$ cat src/rtl/rect_pkg.sv
// Shared types and default geometry for the rectangle draw controller.
// Latency: n/a (types and constants only).
// Backpressure: n/a.
package rect_pkg;

    localparam int RECT_X_W      = 8;
    localparam int RECT_Y_W      = 7;
    localparam int RECT_SZ_W     = 4;
    localparam int RECT_SCREEN_W = 160;
    localparam int RECT_SCREEN_H = 120;

    typedef enum logic [2:0] {
        IDLE,
        LOAD_X,
        LOAD_Y,
        DRAW,
        DONE
    } rect_state_e;

    typedef logic [RECT_X_W-1:0]  pix_x_t;
    typedef logic [RECT_Y_W-1:0]  pix_y_t;
    typedef logic [RECT_SZ_W-1:0] rect_sz_t;

endpackage

$ cat src/rtl/rect_sweep_counter.sv
// Row-major dx/dy sweep over a w x h grid (dx inner, dy outer).
// Latency: dx/dy/last reflect the current pixel; one step per enabled cycle.
// Backpressure: none; advances only while i_en is high, i_clr returns to (0,0).
module rect_sweep_counter
    import rect_pkg::*;
#(
    parameter int SZ_W = RECT_SZ_W
) (
    input  logic            clk,
    input  logic            resetn,
    input  logic            i_clr,
    input  logic            i_en,
    input  logic [SZ_W-1:0] i_w,
    input  logic [SZ_W-1:0] i_h,
    output logic [SZ_W-1:0] o_dx,
    output logic [SZ_W-1:0] o_dy,
    output logic            o_last
);

    localparam logic [SZ_W-1:0] LP_ONE = {{(SZ_W-1){1'b0}}, 1'b1};

    logic [SZ_W-1:0] r_dx;
    logic [SZ_W-1:0] r_dy;
    logic            w_row_end;

    assign w_row_end = (r_dx == (i_w - LP_ONE));
    assign o_last    = w_row_end && (r_dy == (i_h - LP_ONE));
    assign o_dx      = r_dx;
    assign o_dy      = r_dy;

    // Step to the next pixel; wrap dx at the row end and move down one row.
    always_ff @(posedge clk) begin
        if (!resetn || i_clr) begin
            r_dx <= '0;
            r_dy <= '0;
        end else if (i_en) begin
            if (w_row_end) begin
                r_dx <= '0;
                r_dy <= r_dy + LP_ONE;
            end else begin
                r_dx <= r_dx + LP_ONE;
            end
        end
    end

endmodule

$ cat src/rtl/rect_draw_ctrl.sv
// Rectangle draw sequencer: one command in, one clipped pixel + plot strobe per cycle out (RECT_OUTLINE_EN adds cmd_fill/outline mode).
// Latency: handshake at edge N -> first plot after N+3, done pulse after N+3+w*h.
// Backpressure: cmd_ready only in IDLE; abort cancels an in-flight rectangle without done.
module rect_draw_ctrl
    import rect_pkg::*;
#(
    parameter int X_W      = RECT_X_W,
    parameter int Y_W      = RECT_Y_W,
    parameter int SZ_W     = RECT_SZ_W,
    parameter int SCREEN_W = RECT_SCREEN_W,
    parameter int SCREEN_H = RECT_SCREEN_H
) (
    input  logic            clk,
    input  logic            resetn,
    input  logic            cmd_valid,
    output logic            cmd_ready,
    input  logic [X_W-1:0]  cmd_x,
    input  logic [Y_W-1:0]  cmd_y,
    input  logic [SZ_W-1:0] cmd_w,
    input  logic [SZ_W-1:0] cmd_h,
    input  logic [2:0]      cmd_colour,
`ifdef RECT_OUTLINE_EN
    input  logic            cmd_fill,
`endif
    input  logic            abort,
    output logic [X_W-1:0]  vga_x,
    output logic [Y_W-1:0]  vga_y,
    output logic [2:0]      vga_colour,
    output logic            plot,
    output logic            busy,
    output logic            done
);

    // Screen limits at the unwrapped sum width so off-screen carries still clip.
    localparam logic [X_W:0] LP_SCR_W = SCREEN_W[X_W:0];
    localparam logic [Y_W:0] LP_SCR_H = SCREEN_H[Y_W:0];

    rect_state_e     r_state;
    logic [X_W-1:0]  r_sh_x;
    logic [Y_W-1:0]  r_sh_y;
    logic [X_W-1:0]  r_base_x;
    logic [Y_W-1:0]  r_base_y;
    logic [SZ_W-1:0] r_w;
    logic [SZ_W-1:0] r_h;
    logic [2:0]      r_colour;
    logic [X_W-1:0]  r_vga_x;
    logic [Y_W-1:0]  r_vga_y;
    logic            r_plot;
    logic            r_done;

    logic [SZ_W-1:0] w_dx;
    logic [SZ_W-1:0] w_dy;
    logic            w_last;
    logic [X_W:0]    w_sum_x;
    logic [Y_W:0]    w_sum_y;
    logic            w_clip;
    logic            w_shape;
    logic            w_cnt_clr;
    logic            w_cnt_en;

    rect_sweep_counter #(
        .SZ_W (SZ_W)
    ) u_sweep (
        .clk    (clk),
        .resetn (resetn),
        .i_clr  (w_cnt_clr),
        .i_en   (w_cnt_en),
        .i_w    (r_w),
        .i_h    (r_h),
        .o_dx   (w_dx),
        .o_dy   (w_dy),
        .o_last (w_last)
    );

    // The counter is parked at (0,0) while entering DRAW and frozen on abort.
    assign w_cnt_clr = (r_state == LOAD_Y);
    assign w_cnt_en  = (r_state == DRAW) && !abort;

    assign w_sum_x = {1'b0, r_base_x} + {{(X_W+1-SZ_W){1'b0}}, w_dx};
    assign w_sum_y = {1'b0, r_base_y} + {{(Y_W+1-SZ_W){1'b0}}, w_dy};
    assign w_clip  = (w_sum_x >= LP_SCR_W) || (w_sum_y >= LP_SCR_H);

`ifdef RECT_OUTLINE_EN
    localparam logic [SZ_W-1:0] LP_ONE = {{(SZ_W-1){1'b0}}, 1'b1};
    logic r_fill;
    logic w_border;
    assign w_border = (w_dx == '0) || (w_dx == (r_w - LP_ONE)) ||
                      (w_dy == '0) || (w_dy == (r_h - LP_ONE));
    assign w_shape  = r_fill || w_border;
`else
    assign w_shape  = 1'b1;
`endif

    assign cmd_ready  = (r_state == IDLE);
    assign busy       = (r_state != IDLE);
    assign vga_x      = r_vga_x;
    assign vga_y      = r_vga_y;
    assign vga_colour = r_colour;
    assign plot       = r_plot;
    assign done       = r_done;

    // Command FSM with registered pixel, plot and done outputs.
    always_ff @(posedge clk) begin
        if (!resetn) begin
            r_state  <= IDLE;
            r_sh_x   <= '0;
            r_sh_y   <= '0;
            r_base_x <= '0;
            r_base_y <= '0;
            r_w      <= '0;
            r_h      <= '0;
            r_colour <= '0;
            r_vga_x  <= '0;
            r_vga_y  <= '0;
            r_plot   <= 1'b0;
            r_done   <= 1'b0;
`ifdef RECT_OUTLINE_EN
            r_fill   <= 1'b1;
`endif
        end else begin
            r_plot <= 1'b0;
            r_done <= 1'b0;
            case (r_state)
                IDLE: begin
                    if (cmd_valid) begin
                        r_sh_x   <= cmd_x;
                        r_sh_y   <= cmd_y;
                        r_w      <= cmd_w;
                        r_h      <= cmd_h;
                        r_colour <= cmd_colour;
`ifdef RECT_OUTLINE_EN
                        r_fill   <= cmd_fill;
`endif
                        r_state  <= LOAD_X;
                    end
                end
                LOAD_X: begin
                    if (abort) begin
                        r_state <= IDLE;
                    end else begin
                        r_base_x <= r_sh_x;
                        r_state  <= LOAD_Y;
                    end
                end
                LOAD_Y: begin
                    if (abort) begin
                        r_state <= IDLE;
                    end else begin
                        r_base_y <= r_sh_y;
                        // Degenerate rectangles skip DRAW but still report done.
                        if ((r_w == '0) || (r_h == '0)) begin
                            r_state <= DONE;
                        end else begin
                            r_state <= DRAW;
                        end
                    end
                end
                DRAW: begin
                    if (abort) begin
                        r_state <= IDLE;
                    end else begin
                        // Coordinates wrap at port width; clipped pixels still take a cycle.
                        r_vga_x <= w_sum_x[X_W-1:0];
                        r_vga_y <= w_sum_y[Y_W-1:0];
                        r_plot  <= !w_clip && w_shape;
                        if (w_last) begin
                            r_state <= DONE;
                        end
                    end
                end
                DONE: begin
                    r_done  <= 1'b1;
                    r_state <= IDLE;
                end
                default: begin
                    r_state <= IDLE;
                end
            endcase
        end
    end

endmodule
$ cat config.mk
export PLATFORM = sky130hd
export DESIGN_NAME = rect_draw_ctrl
export DESIGN_NICKNAME = d
export VERILOG_FILES = /design/src/rtl/rect_pkg.sv /design/src/rtl/rect_sweep_counter.sv /design/src/rtl/rect_draw_ctrl.sv
export SDC_FILE = /design/constraint.sdc
export NUM_CORES = 1
export LEC_CHECK = 0
export CAP_MARGIN = 0
export CORE_UTILIZATION = 40
export CTS_CLUSTER_DIAMETER = 80
export CTS_CLUSTER_SIZE = 14
export DETAILED_ROUTE_END_ITERATION = 12
export PLACE_DENSITY = 0.64
export SETUP_SLACK_MARGIN = 0.2
export SLEW_MARGIN = 15
export SYNTH_ARGS = -nofsm -noshare
export SYNTH_HDL_FRONTEND = slang
export SYNTH_SLANG_ARGS = --single-unit
$ cat constraint.sdc
create_clock -name clk -period 3.7 [get_ports clk]
set_clock_uncertainty 0.05 [all_clocks]
set_input_delay 1.11 -clock clk [delete_from_list [all_inputs] [get_ports clk]]
set_output_delay 1.11 -clock clk [all_outputs]
set_load 0.02 [all_outputs]
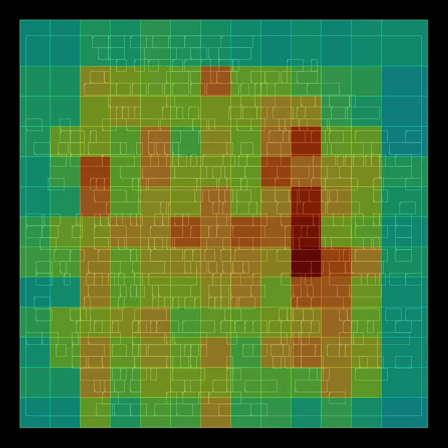
(run_1/final_congestion.png)
overall track demand over capacity in global routing: 17.62%
met2 GRT Util: 25.74%
peak-usage layer in the global routing report: met2

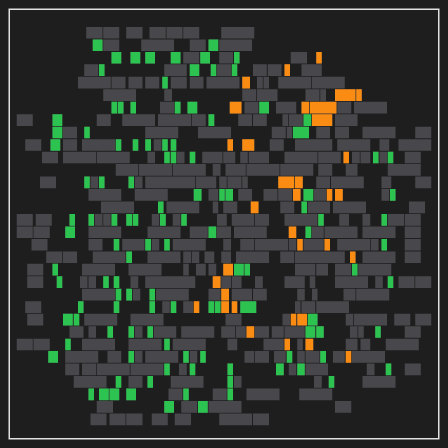
(run_1/gate_families.png)
colour	family	cells
green	NAND gates	116
orange	NOR gates	34
most frequent standard cell in the layout excluding fill and tap cells: sky130_fd_sc_hd__nand2_1
number of non-filler instances in the completed layout: 541
share of cell area taken by multi-input logic gates: 42.99%

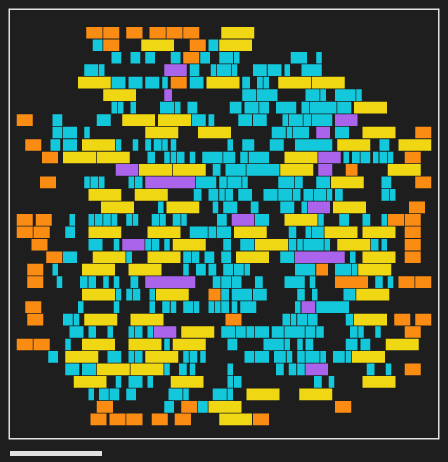
(run_1/cell_classes.png)
Bar = 20 µm.
colour	class	cells	share of their area
purple	clock drivers and dummy loads	16	6.1%
orange	other buffers and delay cells	55	14%
yellow	flip-flops	69	34%
cyan	all other logic	299	46%

==> out/results.ini, run 1 <==
[final_timing]
setup-violations-final = 0
whs_ps = 404.0
achievable-frequency_ghz = 0.3274
slew_headroom_pct = 30.73
final_period_minus_worst_setup_slack_ps = 3054
final.setup.tns_ps = 0

[power]
power.switching_fraction_pct = 24.22
cellInternalPower_mw = 1.301
power_top_consumer = registers
pwr-share-seq_pct = 45.8
report.power.total_mw = 1.717

[synthesis]
topCombFamilyByArea = simple AND/OR/NAND/NOR gates
flop_cell = sky130_fd_sc_hd__dfxtp_1
yosys.area.top_type_share_pct = 41.36
yosys.area_share.aoi_pct = 15.40
enable_flop_cells = 0
yosys.area_share.simple_pct = 24.32
synthDominantAreaCellType = sky130_fd_sc_hd__dfxtp_1
top_cells_by_area = sky130_fd_sc_hd__dfxtp_1 41%, sky130_fd_sc_hd__nand2_1 9.2%, sky130_fd_sc_hd__a21oi_1 5.2%

[finish]
area_growth_syn_to_layout_pct = 23.75
final_cell_mix = 82 x sky130_fd_sc_hd__nand2_1, 69 x sky130_fd_sc_hd__dfxtp_1, 51 x sky130_fd_sc_hd__clkdlybuf4s50_1
layout.area.top_class = logic gates

[min_path]
hp-class = flop to flop
min_delay_path_depth = 2

[clock_network]
cts_inserted_buffers = 9
insertion_delay_ps = 350
cts_tree = yes

[detailed_routing]
route.detailed.drc = 0
drt-initial-drc-count = 206

[floorplanning]
ioPinCount = 52
chipArea_um2 = 8718

[run]
stage_log_warnings = 26

[outcome]
run_status = finished clean

[worst_setup_path]
critical_path_class = flop to output pin
worst_path_dominant_cell_family = buffers and inverters
crit_buf_inv = 2
critical_path_depth = 3

[global_route]
groute.layer.met1.usage_pct = 24.78
grt.met3_usage_pct = 3.496

[placement]
gp_congestion = 0.7957

==> run 2: changes to the inputs <==
Clock period 3.7 ns to 2.9 ns, I/O delays scaled along.
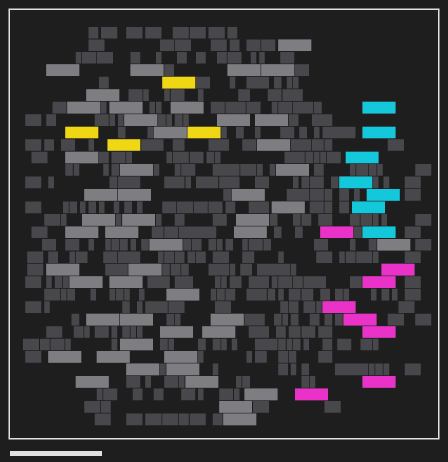
(run_2/registers.png)
Bar = 20 µm. Other sequential cells in the stronger grey, the rest of the logic in the fainter grey.
colour	name in the netlist	sequential cells
magenta	vga_x	8
cyan	vga_y	7
yellow	r_w	4

==> run 2 against run 1 <==
Sequential share of layout area grew 0.43 points. Hold slack lost 4.8 ps. Sequential power is 27% higher. Combinational power increased by 27%. Routed wire length is 1.5% lower. Sequential cell count unchanged. Worst setup slack got worse by 360 ps. Via count shrank 0.75%. Non-clock buffer count rose by 2. Global-route usage up 0.18 points. Critical path depth fell by 1.
==> out/results.ini, run 2 <==
[clock_network]
cts_inserted_buffers = 9
cts-htree-levels = 3
clkSinkCount = 69
post-cts-setup-buffer-count = 0
cts_hold_buffers = 0
insertion_delay_ps = 340
cts_tree = yes

[floorplanning]
coreArea_um2 = 7888
ioPinCount = 52
rows = 32
chipArea_um2 = 8718
core_util_floorplan_pct = 42.34

[finish]
layoutNonFillerInstCount = 543
layout.sequential_cells = 69
clk_share_pct = 4.385
layout.area.top_class = logic gates
sh_comb_area_pct = 43.54
multi_input_comb_area_um2 = 1777
flip_flop_and_latch_share_of_the_layout_cell_area_pct = 33.85
clock_buffers = 13
lay_top_count = sky130_fd_sc_hd__nand2_1
layout-drive-gt1-share_pct = 16.55
area_growth_syn_to_layout_pct = 22.18
final_cell_mix = 82 x sky130_fd_sc_hd__nand2_1, 69 x sky130_fd_sc_hd__dfxtp_1, 50 x sky130_fd_sc_hd__clkdlybuf4s50_1
inv_count = 13

[power]
static_leakage_nw = 1.464
report.power.total_mw = 1.941
power.switching_fraction_pct = 25.72
power.share.clock_pct = 36.4
pwr-share-seq_pct = 51.6
power_top_consumer = registers
p_switching_mw = 0.4992
cellInternalPower_mw = 1.442

[placement]
place.port_buffers = 51
placed_cells = 527
placement.setup.worst_slack_ps = 406.7
dpl-instance-area_um2 = 3902
gp_congestion = 0.8414

[worst_setup_path]
critical_path_class = flop to output pin
critical_path.endpoint = busy
worst_path_dominant_cell_family = buffers and inverters
crit_buf_inv = 1
critical_path_depth = 2
timing.critical_path.slowest_stage_cell = sky130_fd_sc_hd__clkdlybuf4s50_1
timing.rr.end = plot
start_kind = flop
worstReg2RegStart = u_sweep.o_dx[0]
end_kind = output pin

[final_timing]
achievable-frequency_ghz = 0.3832
slew_headroom_pct = 41.84
whs_ps = 399.2
final_period_minus_worst_setup_slack_ps = 2610
setup-violations-final = 0
final.setup.tns_ps = 0

[detailed_routing]
routed_via_density = 4.867
final_routed_wirelength_um = 6905
drt-initial-drc-count = 86
route.detailed.drc = 0

[min_path]
worst_hold_path.endpoint = r_base_y[3]
hp-class = flop to flop
min_delay_path_depth = 2

[synthesis]
most_common_cell = sky130_fd_sc_hd__nand2_1
yosys.area.top_type_share_pct = 41.36
asyncSetResetFlopFracSynth_pct = 0
synthDominantAreaCellType = sky130_fd_sc_hd__dfxtp_1
yosys.area_share.simple_pct = 24.32
topCombFamilyByArea = simple AND/OR/NAND/NOR gates
yosys.area_share.adder_pct = 5.695
top_cells_by_area = sky130_fd_sc_hd__dfxtp_1 41%, sky130_fd_sc_hd__nand2_1 9.2%, sky130_fd_sc_hd__a21oi_1 5.2%
synth.cell_area_um2 = 3339
yosys.area_share.aoi_pct = 15.40
yosysUniqueCellTypes = 50
enable_flop_cells = 0
flop_cell = sky130_fd_sc_hd__dfxtp_1

[run]
stage_log_warnings = 26

[global_route]
groute.layer.met1.usage_pct = 24.37
global_route.usage.total_pct = 17.81
number_of_antenna_violations_at_the_first_check_in_global_routing = 0
busiest_layer = met2
grt.met3_usage_pct = 5.447
grt-ovfl-total = 0
met2_grt_util_pct = 26.23
grt_pass1_wl_um = 11990

[outcome]
run_status = finished clean

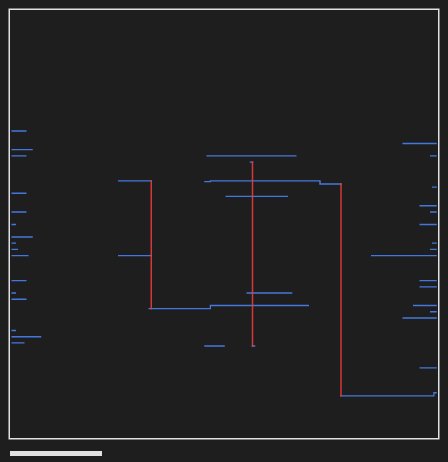
(run_2/metal_stack.png)
Bar = 20 µm. Only two layers are drawn.
colour	layer	wire length
blue	met3	248 µm
red	met4	114 µm

Power is estimated from default activity; no workload was simulated.
